$ cat src/rtl/life_step_engine.sv
// -----------------------------------------------------------------------------
// life_step_engine
//
// Computes one Game of Life generation per start request on a toroidal
// 2^X_BITS x 2^Y_BITS grid held in a 1-bit-wide dual-port cell RAM. The engine
// owns RAM port A; port B is left to the video scan-out.
//
// The RAM is double-buffered: the address MSB selects the bank. A generation
// reads bank src_bank and writes bank ~src_bank, then src_bank flips so the
// display follows the newest complete generation.
//
// Each row costs 6 + 4*W cycles: six PRE cycles prime a 3x3 window with the
// columns W-1 and 0, then every cell takes four RUN phases (three reads of the
// column to the right, one write of the new cell).
//
// Ports:
//   clk        system clock
//   resetn     asynchronous active-low reset
//   start      one-cycle request for a generation, sampled only in IDLE
//   busy       high while a generation is in progress
//   done       one-cycle pulse when a generation completes
//   disp_bank  bank holding the newest complete generation
//   mem_ad     port A address {bank, y, x}
//   mem_ce     port A clock enable
//   mem_wre    port A write enable
//   mem_din    port A write data
//   mem_dout   port A read data, valid the cycle after a read is issued
// -----------------------------------------------------------------------------
module life_step_engine #(
    parameter int unsigned X_BITS       = 8,
    parameter int unsigned Y_BITS       = 8,
    parameter logic [8:0]  BIRTH_MASK   = 9'b000001000,
    parameter logic [8:0]  SURVIVE_MASK = 9'b000001100
) (
    input  logic                     clk,
    input  logic                     resetn,
    input  logic                     start,
    output logic                     busy,
    output logic                     done,
    output logic                     disp_bank,
    output logic [Y_BITS+X_BITS:0]   mem_ad,
    output logic                     mem_ce,
    output logic                     mem_wre,
    output logic                     mem_din,
    input  logic                     mem_dout
);

    typedef enum logic [1:0] {
        IDLE = 2'd0,
        PRE  = 2'd1,
        RUN  = 2'd2
    } state_t;

    localparam logic [X_BITS-1:0] X_LAST = '1;
    localparam logic [Y_BITS-1:0] Y_LAST = '1;
    localparam logic [X_BITS-1:0] X_ONE  = X_BITS'(1);
    localparam logic [Y_BITS-1:0] Y_ONE  = Y_BITS'(1);

    state_t state;
    state_t state_next;

    logic [X_BITS-1:0] x;
    logic [Y_BITS-1:0] y;
    logic [2:0]        phase;
    logic              src_bank;

    // Window columns, bit 0 = row y-1, bit 1 = row y, bit 2 = row y+1.
    logic [2:0] col_l;
    logic [2:0] col_c;
    // Rows y-1 and y of the right column, captured in P1 and P2.
    logic       r_0;
    logic       r_1;

    logic [Y_BITS-1:0] y_up;
    logic [Y_BITS-1:0] y_dn;
    logic [X_BITS-1:0] x_nxt;
    logic [Y_BITS-1:0] rd_row;
    logic [X_BITS-1:0] pre_col;
    logic [2:0]        col_r;
    logic [7:0]        nbrs;
    logic [3:0]        n;
    logic              cell_next;
    logic              row_end;
    logic              grid_end;

    // Natural wrap of the counters gives the toroidal neighbourhood.
    assign y_up     = y - Y_ONE;
    assign y_dn     = y + Y_ONE;
    assign x_nxt    = x + X_ONE;
    assign row_end  = (x == X_LAST);
    assign grid_end = row_end && (y == Y_LAST);

    assign busy      = (state != IDLE);
    assign disp_bank = src_bank;

    // Both PRE and RUN issue their reads in the order y-1, y, y+1.
    always_comb begin
        rd_row = y;
        case (phase)
            3'd0, 3'd3: rd_row = y_up;
            3'd2, 3'd5: rd_row = y_dn;
            default:    rd_row = y;
        endcase
    end

    // PRE reads column W-1 in phases 0..2 and column 0 in phases 3..5.
    assign pre_col = (phase < 3'd3) ? X_LAST : '0;

    // The y+1 datum of the right column arrives on mem_dout during P3 and is
    // used directly rather than waiting another cycle to register it.
    assign col_r = {mem_dout, r_1, r_0};
    assign nbrs  = {col_l, col_c[2], col_c[0], col_r};

    always_comb begin
        n = 4'd0;
        for (int i = 0; i < 8; i++) begin
            n = n + {3'b000, nbrs[i]};
        end
    end

    assign cell_next = col_c[1] ? SURVIVE_MASK[n] : BIRTH_MASK[n];

    // State register.
    always_ff @(posedge clk or negedge resetn) begin
        if (!resetn) begin
            state <= IDLE;
        end else begin
            state <= state_next;
        end
    end

    // Next state and RAM port A controls.
    always_comb begin
        // NOTE: every output of this block gets a default before the case so no
        // path through it leaves a value unassigned, which would infer a latch.
        state_next = state;
        mem_ce     = 1'b0;
        mem_wre    = 1'b0;
        mem_din    = 1'b0;
        mem_ad     = '0;
        case (state)
            IDLE: begin
                if (start) begin
                    state_next = PRE;
                end
            end
            PRE: begin
                mem_ce = 1'b1;
                mem_ad = {src_bank, rd_row, pre_col};
                if (phase == 3'd5) begin
                    state_next = RUN;
                end
            end
            RUN: begin
                mem_ce = 1'b1;
                if (phase == 3'd3) begin
                    mem_wre = 1'b1;
                    mem_ad  = {~src_bank, y, x};
                    mem_din = cell_next;
                    if (grid_end) begin
                        state_next = IDLE;
                    end else if (row_end) begin
                        state_next = PRE;
                    end
                end else begin
                    mem_ad = {src_bank, rd_row, x_nxt};
                end
            end
            default: begin
                state_next = IDLE;
            end
        endcase
    end

    // Counters, window and bank bookkeeping.
    always_ff @(posedge clk or negedge resetn) begin
        if (!resetn) begin
            x        <= '0;
            y        <= '0;
            phase    <= 3'd0;
            src_bank <= 1'b0;
            done     <= 1'b0;
            col_l    <= 3'b000;
            col_c    <= 3'b000;
            r_0      <= 1'b0;
            r_1      <= 1'b0;
        end else begin
            // NOTE: state is updated with non-blocking assignments so every
            // register in this block sees the pre-edge values of the others.
            done <= 1'b0;
            case (state)
                IDLE: begin
                    x     <= '0;
                    y     <= '0;
                    phase <= 3'd0;
                end
                PRE: begin
                    phase <= (phase == 3'd5) ? 3'd0 : phase + 3'd1;
                    // Each datum lands one cycle after its read was issued.
                    case (phase)
                        3'd1: col_c[0] <= mem_dout;
                        3'd2: col_c[1] <= mem_dout;
                        // Last column W-1 datum: the whole column moves to L
                        // while column 0 starts filling C.
                        3'd3: col_l    <= {mem_dout, col_c[1:0]};
                        3'd4: col_c[0] <= mem_dout;
                        3'd5: col_c[1] <= mem_dout;
                        default: ;
                    endcase
                end
                RUN: begin
                    phase <= (phase == 3'd3) ? 3'd0 : phase + 3'd1;
                    case (phase)
                        // Only the first cell of a row follows PRE, whose last
                        // read (column 0, row y+1) is still outstanding.
                        3'd0: begin
                            if (x == '0) begin
                                col_c[2] <= mem_dout;
                            end
                        end
                        3'd1: r_0 <= mem_dout;
                        3'd2: r_1 <= mem_dout;
                        3'd3: begin
                            col_l <= col_c;
                            col_c <= col_r;
                            x     <= x_nxt;
                            if (row_end) begin
                                y <= y_dn;
                                if (y == Y_LAST) begin
                                    src_bank <= ~src_bank;
                                    done     <= 1'b1;
                                end
                            end
                        end
                        default: ;
                    endcase
                end
                default: ;
            endcase
        end
    end

endmodule

$ cat config.mk
export PLATFORM = sky130hd
export DESIGN_NAME = life_step_engine
export DESIGN_NICKNAME = d
export VERILOG_FILES = /design/src/rtl/life_step_engine.sv
export SDC_FILE = /design/constraint.sdc
export NUM_CORES = 1
export LEC_CHECK = 0
export CORE_AREA = 3 3 77 79
export CTS_CLUSTER_SIZE = 40
export DETAILED_ROUTE_END_ITERATION = 6
export DIE_AREA = 0 0 80 82
export GPL_TIMING_DRIVEN = 1
export PLACE_DENSITY = 0.74
export SLEW_MARGIN = 20
export SYNTH_ARGS = -nofsm -noshare
export SYNTH_HDL_FRONTEND = slang
export SYNTH_SLANG_ARGS = --single-unit
$ cat constraint.sdc
create_clock -name clk -period 5.2 [get_ports clk]
set_clock_uncertainty 0.1 [all_clocks]
set_input_delay 0.78 -clock clk [delete_from_list [all_inputs] [get_ports clk]]
set_output_delay 0.78 -clock clk [all_outputs]
set_load 0.1 [all_outputs]
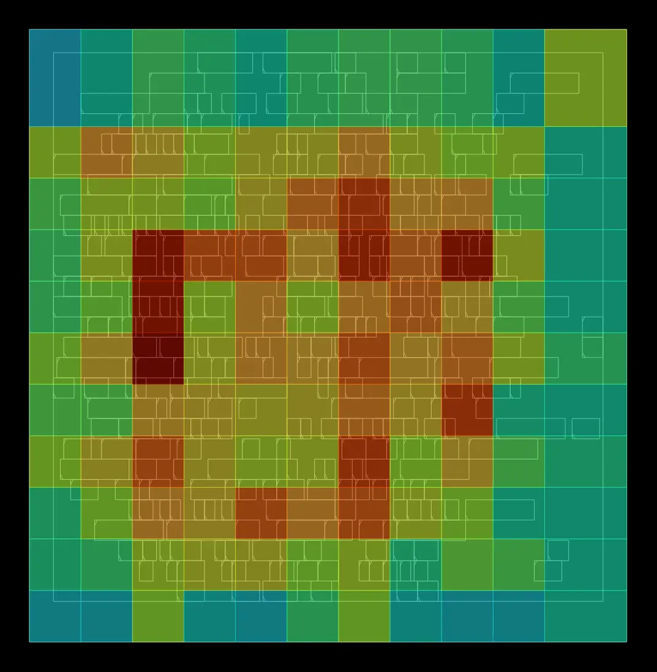
Figure 1: routing congestion.
final core area utilization: 58.1%
met2 usage: 37.4%
Avg WL per Cell: 16.7 µm

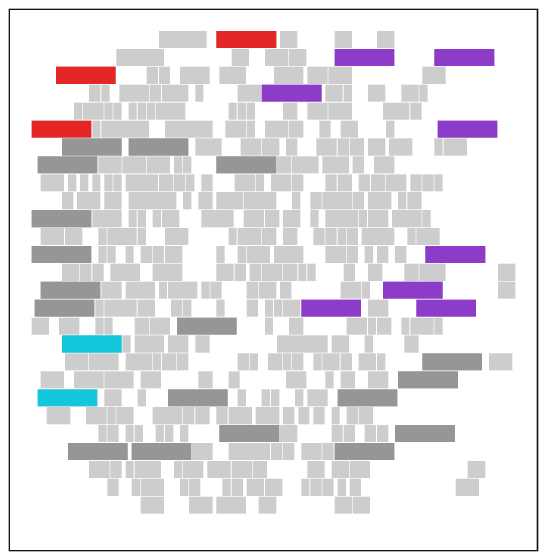
Figure 2: register map, names as in the netlist.
Other sequential cells in the stronger gray, the rest of the logic in the fainter gray.
[red] `col_l` | placed flops: 3
[cyan] `state` | placed flops: 2
[purple] `y` | placed flops: 8
not colored: 18
Sequential Area: 776 µm²
Seq/total area: 24.7%

==> results.json <==
{
  "grt_pass1_wl_um": 12000,
  "warnings": 35,
  "cp-start-kind": "input pin",
  "worstHoldPathType": "register to register",
  "initialDrtViolationCount": 315,
  "mux_area_share_pct": 6.37,
  "n_antenna_cell": 0,
  "flops": 31,
  "worstPathRequired_ns": 4.32,
  "max_freq_mhz": 201,
  "grtUsageTotal_pct": 23.1,
  "adder_share_pct": 10.3,
  "most_common_cell": "nand2_1",
  "p_switching_mw": 0.120,
  "clock_tree.buffer_depth": 2,
  "p_int_mw": 0.356,
  "insertion_delay_ns": 0.29,
  "synth_area_leader_cell": "dfrtp_1",
  "hpwl_um": 5030,
  "drive_gt1_share_pct": 13.8,
  "xor_share_pct": 1.86,
  "drt_first_pass_iters": 5,
  "reg.largest.list": "x (8), y (8)",
  "postPlaceCellArea_um2": 3060,
  "r2r_start": "phase[2]$_DFFE_PN0P_",
  "cts_tree": "yes",
  "min-delay-start": "col_l[0]$_DFFE_PN0P_",
  "pg_comb_mw": 0.0407,
  "totalPowerFinal_mw": 0.476,
  "hold_viol": 0,
  "synth_seq_share_pct": 27.4,
  "min_path_cells": 2,
  "wl_met3_um": 384,
  "die_area_um2": 6560,
  "dr.max_layer_used": "met4",
  "path_cells": "clkdlybuf4s50_1, inv_1, fa_1, fa_1, fa_1, inv_1, ha_1, fa_1, o21ai_0, o2111a_1, buf_12",
  "status": "finished, final reports clean",
  "grt_busiest_layer": "met2",
  "grt_overflow": 0,
  "reg2reg_to": "y[7]$_DFFE_PN0P_",
  "ys_area_um2": 2830,
  "pre_cts_slack_ns": 0.225,
  "path_max_fanout": 6,
  "cellLeakagePower_nw": 1.42,
  "p_seq_mw": 0.246,
  "p_per_area_nw_per_um2": 152,
  "crit_path_top_delay_cell": "fa_1",
  "nClkBuffers": 7,
  "finalInstanceArea_um2": 3140,
  "die_h_um": 82,
  "synth_cells": 341,
  "lay_top_cells": "nand2_1, dfrtp_1, inv_1",
  "syn_area_per_cell_um2": 8.30,
  "logic_gate_count": 260
}
